Run 1, wire density map:
Bar = 20 um. The die is cut into 12 by 18 equal tiles; black is low, pale yellow is high, scaled to the fullest tile. Values are wire area over tile area, all layers added.
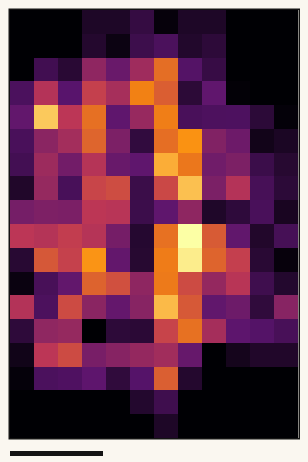
Run 1, metal layers overlaid:
Bar = 20 um. Two of the layers only.
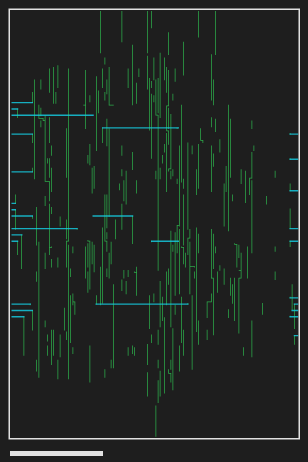
Run 1, placement view:
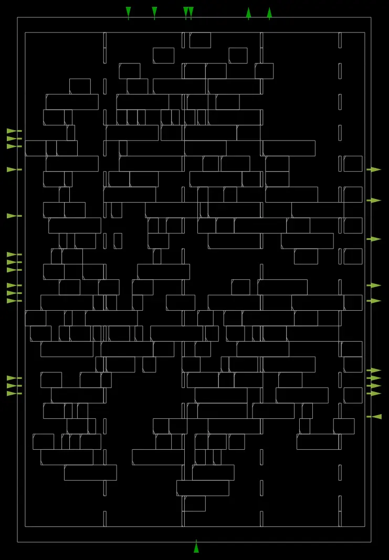
$ cat src/rtl/serial_adder_pkg.sv
// Shared arithmetic types for the serial adder.
// FSM state enum plus a counter-width helper.
package arith_pkg;

  typedef enum logic {
    IDLE = 1'b0,
    RUN  = 1'b1
  } state_e;

  // Bits needed to count 0..w inclusive.
  function automatic int cnt_w(input int w);
    return $clog2(w + 1);
  endfunction

endpackage

$ cat src/rtl/serial_adder_if.sv
// Operand/result bundle of the serial adder.
// slave: DUT side; master: requester side.
interface serial_adder_if #(
  parameter int WIDTH = 8
);
  logic             start;
  logic [WIDTH-1:0] a;
  logic [WIDTH-1:0] b;
  logic             cin;
  logic             busy;
  logic             done;
  logic [WIDTH-1:0] sum;
  logic             cout;

  modport slave (
    input  start, a, b, cin,
    output busy, done, sum, cout
  );

  modport master (
    output start, a, b, cin,
    input  busy, done, sum, cout
  );
endinterface

$ cat src/rtl/serial_adder_full_adder_cell.sv
// One-bit full adder from two half-add stages.
// Ports: x, y, ci -> s, co (combinational).
module full_adder_cell (
  input  logic x,
  input  logic y,
  input  logic ci,
  output logic s,
  output logic co
);
  logic s1;
  logic c1;
  logic c2;

  assign s1 = x ^ y;
  assign c1 = x & y;
  assign s  = s1 ^ ci;
  assign c2 = s1 & ci;
  assign co = c1 | c2;
endmodule

$ cat src/rtl/serial_adder.sv
// Bit-serial WIDTH-bit adder, LSB first, one FA cell.
// Ports: clk, rst_n, bus (slave: start,a,b,cin -> busy,done,sum,cout).
module serial_adder
  import arith_pkg::*;
#(
  parameter int WIDTH = 8
) (
  input  logic            clk,
  input  logic            rst_n,
  serial_adder_if.slave   bus
);
  localparam int CW = cnt_w(WIDTH);
  localparam logic [CW-1:0] LAST = CW'(WIDTH - 1);

  state_e           state_q, state_d;
  logic [WIDTH-1:0] a_q, a_d;
  logic [WIDTH-1:0] b_q, b_d;
  logic [WIDTH-1:0] res_q, res_d;
  logic [WIDTH-1:0] sum_q, sum_d;
  logic [CW-1:0]    cnt_q, cnt_d;
  logic             carry_q, carry_d;
  logic             cout_q, cout_d;
  logic             done_q, done_d;

  logic             fa_s;
  logic             fa_co;
  logic [WIDTH-1:0] res_sh;

  full_adder_cell u_fa (
    .x  (a_q[0]),
    .y  (b_q[0]),
    .ci (carry_q),
    .s  (fa_s),
    .co (fa_co)
  );

  // New bit enters at the MSB; after WIDTH steps bit 0 sits at the LSB.
  assign res_sh = (res_q >> 1)
                | (WIDTH'(fa_s) << (WIDTH - 1));

  always_comb begin
    state_d = state_q;
    a_d     = a_q;
    b_d     = b_q;
    res_d   = res_q;
    sum_d   = sum_q;
    cnt_d   = cnt_q;
    carry_d = carry_q;
    cout_d  = cout_q;
    done_d  = 1'b0;
    unique case (1'b1)
      (state_q == IDLE): begin
        if (bus.start) begin
          state_d = RUN;
          a_d     = bus.a;
          b_d     = bus.b;
          carry_d = bus.cin;
          cnt_d   = '0;
          res_d   = '0;
        end
      end
      (state_q == RUN): begin
        a_d     = a_q >> 1;
        b_d     = b_q >> 1;
        carry_d = fa_co;
        res_d   = res_sh;
        cnt_d   = cnt_q + CW'(1);
        if (cnt_q == LAST) begin
          state_d = IDLE;
          sum_d   = res_sh;
          cout_d  = fa_co;
          done_d  = 1'b1;
        end
      end
      default: state_d = IDLE;
    endcase
  end

  always_ff @(posedge clk or negedge rst_n) begin
    if (!rst_n) begin
      state_q <= IDLE;
      a_q     <= '0;
      b_q     <= '0;
      res_q   <= '0;
      sum_q   <= '0;
      cnt_q   <= '0;
      carry_q <= 1'b0;
      cout_q  <= 1'b0;
      done_q  <= 1'b0;
    end else begin
      state_q <= state_d;
      a_q     <= a_d;
      b_q     <= b_d;
      res_q   <= res_d;
      sum_q   <= sum_d;
      cnt_q   <= cnt_d;
      carry_q <= carry_d;
      cout_q  <= cout_d;
      done_q  <= done_d;
    end
  end

  assign bus.busy = (state_q == RUN);
  assign bus.done = done_q;
  assign bus.sum  = sum_q;
  assign bus.cout = cout_q;
endmodule

$ cat src/flat_wrapper.sv
// flat-port wrapper written by rule: the top's interface ports become plain ports
module serial_adder_flat import arith_pkg::*;
#(
  parameter int WIDTH = 8
)
  (clk, rst_n, bus_start, bus_a, bus_b, bus_cin, bus_busy, bus_done, bus_sum, bus_cout);
  serial_adder_if #(.WIDTH(WIDTH)) bus_i ();
  input  logic clk;
  input  logic rst_n;
  input wire logic [$bits(bus_i.start)-1:0] bus_start;
  input wire logic [$bits(bus_i.a)-1:0] bus_a;
  input wire logic [$bits(bus_i.b)-1:0] bus_b;
  input wire logic [$bits(bus_i.cin)-1:0] bus_cin;
  output wire logic [$bits(bus_i.busy)-1:0] bus_busy;
  output wire logic [$bits(bus_i.done)-1:0] bus_done;
  output wire logic [$bits(bus_i.sum)-1:0] bus_sum;
  output wire logic [$bits(bus_i.cout)-1:0] bus_cout;
  assign bus_i.start = bus_start;
  assign bus_i.a = bus_a;
  assign bus_i.b = bus_b;
  assign bus_i.cin = bus_cin;
  assign bus_busy = bus_i.busy;
  assign bus_done = bus_i.done;
  assign bus_sum = bus_i.sum;
  assign bus_cout = bus_i.cout;
  serial_adder #(.WIDTH(WIDTH)) u_core (.clk(clk), .rst_n(rst_n), .bus(bus_i));
endmodule
$ cat config.mk
export PLATFORM = sky130hd
export DESIGN_NAME = serial_adder_flat
export DESIGN_NICKNAME = d
export VERILOG_FILES = /design/src/rtl/serial_adder_pkg.sv /design/src/rtl/serial_adder_if.sv /design/src/rtl/serial_adder_full_adder_cell.sv /design/src/rtl/serial_adder.sv /design/src/flat_wrapper.sv
export SDC_FILE = /design/constraint.sdc
export NUM_CORES = 1
export LEC_CHECK = 0
export CAP_MARGIN = 30
export CORE_ASPECT_RATIO = 1.5
export CORE_UTILIZATION = 30
export CTS_BUF_LIST = sky130_fd_sc_hd__clkbuf_8
export DETAILED_ROUTE_END_ITERATION = 6
export PLACE_DENSITY = 0.5
export SYNTH_ARGS = -nofsm -noshare
export SYNTH_HDL_FRONTEND = slang
export SYNTH_HIERARCHICAL = 1
export SYNTH_SLANG_ARGS = --single-unit
$ cat constraint.sdc
create_clock -name clk -period 1.3 [get_ports clk]
set_input_delay 0.26 -clock clk [delete_from_list [all_inputs] [get_ports clk]]
set_output_delay 0.26 -clock clk [all_outputs]
set_load 0.02 [all_outputs]
==> impl_metrics.json, run 1 <==
{
  "tightest_slew_ns": 0.305,
  "cts_buffers": 5,
  "ff_latch_area_um2": 976,
  "clock_sink_count": 39,
  "grt_start_max_net_pins": 40,
  "syn_avg_cell_area_um2": 12.6,
  "cellLeakagePower_nw": 1.07,
  "synthMuxAreaShare_pct": 17.2,
  "combGateArea_um2": 648,
  "die-area_um2": 5760,
  "numSynthFlops": 39,
  "top_cells_by_area": "dfrtp_1 60%, mux2i_1 11%, mux2_2 6.2%, o21ai_1 4.6%, nand2_1 3.9%",
  "area_delta_synth_final_pct": 36.0,
  "yosysUniqueCellTypes": 21,
  "setup_violations": 0,
  "nonClkBufAreaFrac_pct": 17.7,
  "ctsHoldBuffers": 1,
  "yosys-stat-area_um2": 1640,
  "xor_share_pct": 1.07,
  "core-area_um2": 5200,
  "rows": 32,
  "grt_pass1_vias": 1219,
  "use_met2_pct": 20.1,
  "cp-start-kind": "flip-flop",
  "synth-edff-count": 0,
  "design_area_um2": 2220,
  "async_flop_share_pct": 100,
  "m1WireLength_um": 1320,
  "final_hold_viol_count": 0,
  "power_mw": 4.88,
  "grt_setup_unrepaired": "true",
  "synthAoiAreaFrac_pct": 9.41,
  "met3_length_um": 129,
  "dpl.cell_count": 229,
  "clock_path_buffers": 2,
  "syn-num-nets": 152,
  "slew-limit-headroom_pct": 79.6,
  "cts_resized": 12,
  "met2_length_um": 1480,
  "die_h_um": 92.4,
  "dpl.hpwl_um": 1940,
  "tns_ns": 0,
  "post-synth-top-area-cell": "dfrtp_1",
  "logic_gates": 84,
  "fp_util_pct": 31.4,
  "nNonClkBuffers": 40,
  "grt_overflow": 0,
  "cts_htree_levels": 2,
  "insertion_delay_ns": 0.29,
  "slew_viol_final": 0,
  "flop-count": 39,
  "grt_pass1_wl_um": 5310,
  "period_used_pct": 99.9,
  "seq_area_frac_synth_pct": 59.7,
  "biggestCellCategory": "sequential cells",
  "drive_gt1_share_pct": 18.6,
  "post-place-ws_ns": -0.137,
  "flop_cell": "dfrtp_1",
  "nNonClkInverters": 1,
  "drt_iter0_drc": 37,
  "portBuffers": 30,
  "layout_top_cell": "dfrtp_1",
  "highest_layer": "met4",
  "comb_share_pct": 29.1,
  "yosysMostFrequentCell": "dfrtp_1",
  "gp_congestion": 0.699,
  "dpl-instance-area_um2": 2080,
  "status": "finished, final reports clean",
  "netlist_logic_family_top": "multiplexers",
  "mostFrequentLayoutCells": "39 x dfrtp_1, 18 x clkdlybuf4s50_1, 18 x mux2i_1",
  "simple_gate_share_pct": 8.34,
  "grt_use_met3_pct": 3.94,
  "top_area_share_pct": 59.7,
  "met1_usage_pct": 13.3,
  "ios": 31,
  "max-vdd-ir-drop_mv": 1.08,
  "worstSetupPathType": "flip-flop to flip-flop",
  "dieWidth_um": 62.3,
  "period_minus_slack_ns": 1.30,
  "fin_worst_skew_ns": 0.00516,
  "holdWs_ns": 0.468,
  "antennaDiodeCount": 0,
  "finalNonFillerCells": 240,
  "worst-path-max-fanout": 2,
  "fin_util_pct": 42.7
}
About 'wire density map':
The emptiest ninth of the die: top right. The mean over all tiles is 0.082. The fullest tile reaches 0.31.
overall routing resource usage: 11.8%
routed length per instance: 12.5 um
Vias: 1123

About 'metal layers overlaid':
met3: drawn in cyan, wire length 130 um. met2: drawn in green, wire length 1480 um.
drt total wl: 2990 um

About 'placement view':
sequential cell area share: 43.9%
Tapcell Cnt: 68

==> run 1: path summary, 6_finish.rpt <==
check                         startpoint                 to  slack (ns)  cells past startpoint
max                        u_core/a_q[0]  u_core/bus.sum[7]       0.001                      2
max in group asynchronous          rst_n      u_core/b_q[0]        0.64                      3
min in group clk           u_core/a_q[1]      u_core/a_q[0]        0.49                      2
min reg2reg                u_core/a_q[1]      u_core/a_q[0]        0.49                      2
max reg2reg                u_core/a_q[0]  u_core/bus.sum[7]       0.001                      2
min                                rst_n  u_core/bus.sum[0]        0.47                      3
==> run 1: power by group <==
group,internal [mW],switching (mW),total [mW]
registers,1.71,0.323,2.03
clock network,0.621,0.422,1.04
logic,0.946,0.867,1.81
==> run 1: critical path: stages (launching register included) <==
cell and delay, ns:
dfrtp_1 0.40, fa_1 0.51, mux2_2 0.28
## Run 2: what changed since run 1
Settings changed: HOLD_SLACK_MARGIN set to 0.06, PLACE_DENSITY 0.5 to 0.56.
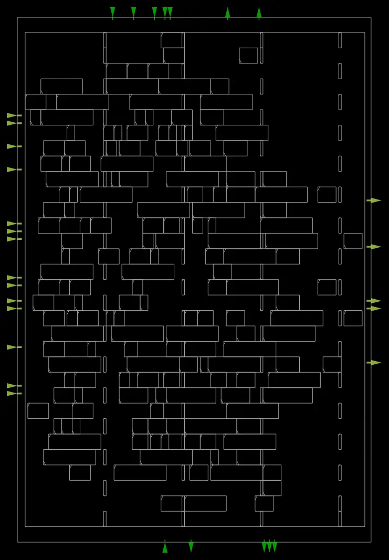
Run 2: placement view
sequential cell area share: 44.5%
Core ar.: 5200 um^2
final std cells w/o fill: 240

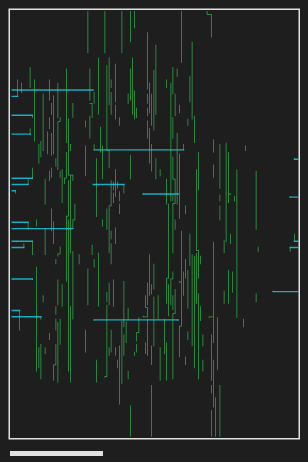
Run 2: metal layers overlaid
Bar = 20 um. Two of the layers only.
met3: drawn in cyan, wire length 133 um. met2: drawn in green, wire length 1510 um.
drt total wl: 2950 um
Vias: 1096
routed length per instance: 12.3 um

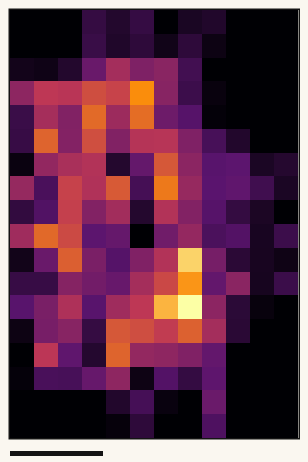
Run 2: wire density map
Bar = 20 um. The die is cut into 12 by 18 equal tiles; black is low, pale yellow is high, scaled to the fullest tile. Values are wire area over tile area, all layers added.
12% of the tiles are over half the peak. The densest ninth of the die: middle. The fullest tile reaches 0.35. The emptiest ninth of the die: top right. The mean over all tiles is 0.081.
overall routing resource usage: 10.9%

==> impl_metrics.json, run 2 <==
{
  "syn_avg_cell_area_um2": 12.6,
  "grt_pass1_wl_um": 4820,
  "drt_iter0_drc": 6,
  "critPathCaptureType": "flip-flop",
  "yosys-stat-cells": 130,
  "drtAntennaViolNets": 0,
  "drv_cap": 0,
  "met3_length_um": 132,
  "ctsHoldBuffers": 1,
  "powerClk_mw": 0.804,
  "post-place-ws_ns": -0.111,
  "fin_util_pct": 42.1,
  "antenna_found_initial": 0,
  "slew_viol_final": 0,
  "startpoint": "u_core/b_q[0]",
  "drc": 0,
  "grt_setup_unrepaired": "true",
  "yosys-top-cells-count": "39 x dfrtp_1, 18 x mux2i_1, 17 x nand2_1",
  "seqPwrFrac_pct": 43.8,
  "r2r-start": "u_core/b_q[0]",
  "yosysMostFrequentCell": "dfrtp_1",
  "die_h_um": 92.4,
  "critPathBufInv": 0,
  "ff_latch_area_um2": 976,
  "max_stage_delay_ns": 0.51,
  "post-synth-top-area-cell": "dfrtp_1",
  "yosys_warnings": 6,
  "status": "finished, final reports clean",
  "p_seq_mw": 2.03,
  "die-area_um2": 5760,
  "yosys-stat-area_um2": 1640,
  "cp.arrival_ns": 1.47,
  "power_mw": 4.63,
  "design_area_um2": 2190,
  "top_usage_layer": "met2",
  "pwr-share-comb_pct": 38.8,
  "worst-path-max-fanout": 2,
  "layout_top_cell": "dfrtp_1",
  "clk_pin_slew_worst_paths_ns": 0.07,
  "cts_buffers": 5,
  "cts_htree_levels": 2,
  "worstSetupPathType": "flip-flop to flip-flop",
  "fin_worst_skew_ns": 0.00611,
  "drive_gt1_share_pct": 18.0,
  "grt_overflow": 0,
  "slowest_stage": "fa_1",
  "cp-start-kind": "flip-flop",
  "cts-root-buf": "clkbuf_8",
  "max_freq_mhz": 773,
  "r2r_slack_ns": 0.006,
  "path_delay_family": "adder cells",
  "synth-edff-count": 0,
  "numSynthFlops": 39,
  "antennaDiodeCount": 0,
  "cts_resized": 11,
  "async_flop_share_pct": 100,
  "max-vdd-ir-drop_mv": 0.897,
  "period_minus_slack_ns": 1.29,
  "syn-num-nets": 152,
  "crit_required_ns": 1.47,
  "yosysUniqueCellTypes": 21,
  "slew-limit-headroom_pct": 80.2,
  "fp_util_pct": 31.4,
  "dpl-instance-area_um2": 2070,
  "sw_frac_of_total_pct": 34.0,
  "mostFrequentLayoutCells": "39 x dfrtp_1, 18 x clkdlybuf4s50_1, 18 x mux2i_1",
  "hold_path.class": "primary input to async pin",
  "grt_pass1_vias": 1109,
  "top_cells_by_area": "dfrtp_1 60%, mux2i_1 11%, mux2_2 6.2%, o21ai_1 4.6%, nand2_1 3.9%",
  "gp_congestion": 0.699,
  "flop_cell": "dfrtp_1",
  "cellLeakagePower_nw": 1.06,
  "use_met2_pct": 19.0,
  "insertion_delay_ns": 0.29,
  "fin_ws_ns": 0.00599,
  "holdWs_ns": 0.458,
  "tightest_slew_ns": 0.296,
  "combGateArea_um2": 648,
  "dpl.hpwl_um": 2020,
  "m1WireLength_um": 1250,
  "power_switching_mw": 1.58,
  "highest_layer": "met4",
  "met1_usage_pct": 11.7,
  "final_nets": 194,
  "synth_cells": 130,
  "grt_use_met3_pct": 3.94,
  "met2_length_um": 1510,
  "routed_via_density": 4.57,
  "setup_violations": 0,
  "comb_power_mw": 1.80,
  "tritoncts": "yes",
  "grt_start_max_net_pins": 40,
  "final_hold_viol_count": 0,
  "tns_ns": 0,
  "cellPowerDensity_nw_per_um2": 2110,
  "ios": 31,
  "drtPass1Iterations": 3,
  "worstSetupEndpoint": "u_core/bus.sum[7]",
  "worstRegToRegCells": 2,
  "clkPwrFrac_pct": 17.3,
  "cts_setup_buffers": 1,
  "dieWidth_um": 62.3,
  "top_area_share_pct": 59.7,
  "r2r-end": "u_core/bus.sum[7]",
  "dpl.cell_count": 230,
  "intPower_mw": 3.06,
  "seq_area_frac_synth_pct": 59.7,
  "clock_path_buffers": 2,
  "power-top-group": "sequential cells",
  "clock_sink_count": 39,
  "area_delta_synth_final_pct": 34.0,
  "rows": 32,
  "tool_warnings": 28,
  "cp_num_cells": 2,
  "crit_chain": "fa_1 > mux2_2",
  "portBuffers": 30,
  "synthesis.area_um2": 1640,
  "n_fill_cell": 532,
  "period_used_pct": 99.5
}
## run 2: cell counts after synthesis
Identical to the previous run, type by type.
## run 2: cell type report
class                      instances  share of cell area (%)
tap                               68                    3.88
inverter                           1                   0.171
timing repair buffer              41                    17.9
multi-input combinational         84                    29.6
clock inverter                     1                   0.228
sequential                        39                    44.5
clock buffer                       6                    3.77
## run 2: logic make-up (layout without fill, tap and decap cells)
group / Yosys count / in the layout / synth area share [%]
flops: 39 / 39 / 59.7
mux: 27 / 27 / 17.2
simple gates: 27 / 28 / 8.34
compound gates: 25 / 25 / 9.41
buf+inv: 8 / 49 / 2.29
fa+ha+maj: 2 / 2 / 1.99
xor+xnor: 2 / 2 / 1.07
## run 2: tightest hold or removal path, stage by stage
cell and delay, ns:
dlygate4sd3_1 0.52, buf_2 0.12, buf_12 0.22
## Run 3: what changed since run 2
Settings changed: CORE_UTILIZATION 30 to 37, CTS_BUF_LIST sky130_fd_sc_hd__clkbuf_8 to sky130_fd_sc_hd__clkbuf_4, PLACE_DENSITY 0.56 to 0.65, RECOVER_POWER set to 50.
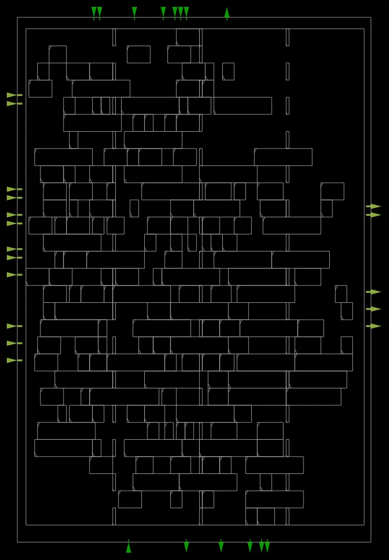
Run 3: placement view
Core ar.: 4250 um^2
final std cells w/o fill: 220
Tapcell Cnt: 46

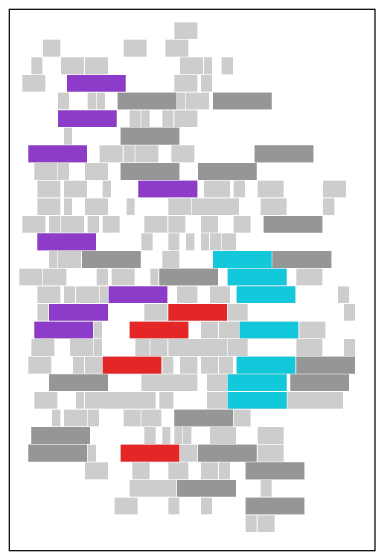
Run 3: register map, names as in the netlist
u_core/res_q: drawn in cyan, flops 7. u_core/b_q: drawn in purple, flops 8. u_core/cnt_q: drawn in red, flops 4.
Another 20 sequential cells are not coloured.
sequential cell area: 976 um^2
Seq. pwr: 2.04 mW
sequential cell area share: 46.0%

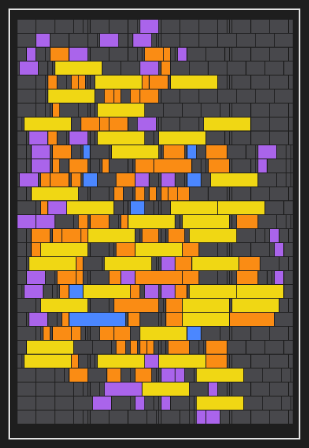
Run 3: placement by cell class
Fill, decap, tap and diode cells in grey.
other buffers and delay cells: drawn in purple, cells 42, share of their area 17%. clock drivers and dummy loads: drawn in blue, cells 8, share of their area 3.7%. all other logic: drawn in orange, cells 85, share of their area 32%. flops: drawn in yellow, cells 39, share of their area 47%.
cell row count: 29
Finished Cell Area: 2120 um^2

==> impl_metrics.json, run 3 <==
{
  "grt_overflow": 0,
  "tightest_slew_ns": 0.528,
  "tool_warnings": 28,
  "final_hold_viol_count": 0,
  "fin_ws_ns": -0.0232,
  "highest_layer": "met4",
  "clkPwrFrac_pct": 16.7,
  "wl_per_cell_um": 13.6,
  "tritoncts": "yes",
  "dpl.cell_count": 208,
  "syn_avg_cell_area_um2": 12.6,
  "cts_setup_buffers": 1,
  "worstSetupPathType": "flip-flop to flip-flop",
  "antenna_found_initial": 0,
  "async_flop_share_pct": 100,
  "tns_ns": -0.0232,
  "cts-root-buf": "clkbuf_4",
  "drc": 0,
  "met2_length_um": 1530,
  "clock_path_buffers": 2,
  "simple_gate_share_pct": 8.34,
  "setup_violations": 1,
  "logic_gates": 84,
  "period_used_pct": 102,
  "status": "complete, but fails checks",
  "drt_iter0_drc": 16,
  "seq_area_frac_synth_pct": 59.7,
  "drv_cap": 0,
  "r2r-start": "u_core/b_q[0]",
  "gr-usage-all-layers_pct": 14.1,
  "slew_viol_final": 0,
  "min_to": "u_core/b_q[1]",
  "ctsHoldBuffers": 1,
  "dpl-instance-area_um2": 2050,
  "insertion_delay_ns": 0.34,
  "drtPass1Iterations": 4,
  "holdWs_ns": 0.498,
  "cts_resized": 27,
  "n_fill_cell": 390,
  "critPathBufInv": 0,
  "period_minus_slack_ns": 1.32,
  "gp_congestion": 0.673,
  "top_area_share_pct": 59.7,
  "path_delay_family": "adder cells",
  "r2r_slack_ns": -0.02,
  "cts_buffers": 5,
  "yosys.area_share.adder_pct": 1.99,
  "nonClkBufAreaFrac_pct": 16.5,
  "seqPwrFrac_pct": 44.0,
  "grt_start_max_net_pins": 40,
  "biggestCellCategory": "sequential cells",
  "clk_pin_slew_worst_paths_ns": 0.12,
  "worstRegToRegCells": 2,
  "final_nets": 195,
  "yosys-stat-cells": 130,
  "antennaDiodeCount": 0,
  "flop_cell": "dfrtp_1",
  "drtAntennaViolNets": 0,
  "clock_sink_count": 39,
  "die-area_um2": 4690,
  "yosys_warnings": 6,
  "hold_path.class": "flip-flop to flip-flop",
  "fp_util_pct": 38.5,
  "violations": "negative setup slack",
  "nNonClkInverters": 1,
  "m1WireLength_um": 1290,
  "wirelength_um": 3000,
  "use_met2_pct": 22.3,
  "sw_frac_of_total_pct": 34.6,
  "comb_power_mw": 1.82,
  "hp-start": "u_core/b_q[2]",
  "nNonClkBuffers": 42,
  "synth-edff-count": 0,
  "min_path_cells": 2
}
==> run 3: netlist changes by cell type in the layout (fill, tap and decap cells not counted), moves of 5 or more <==
cell,previous run,this run
clkbuf_2,0,5
clkbuf_4,0,6
buf_2,1,6
clkbuf_8,6,0
dlygate4sd2_1,11,0
==> run 3: worst max-delay path by stage <==
stage	startpoint	to	slack (ns)	depth (start not counted)
2_1_floorplan	u_core/cnt_q[0]	u_core/bus.cout	0.04	3
3_3_place_gp	bus_start	u_core/res_q[5]	-0.08	4
6_report	u_core/b_q[0]	u_core/bus.sum[7]	-0.02	2
5_1_grt	u_core/b_q[0]	u_core/bus.sum[7]	-0.05	2
4_1_cts	u_core/b_q[0]	u_core/bus.sum[7]	-0.02	2
3_5_place_dp	bus_start	u_core/a_q[2]	-0.11	4
No activity file was given, so power comes from the tool's default toggle rates.
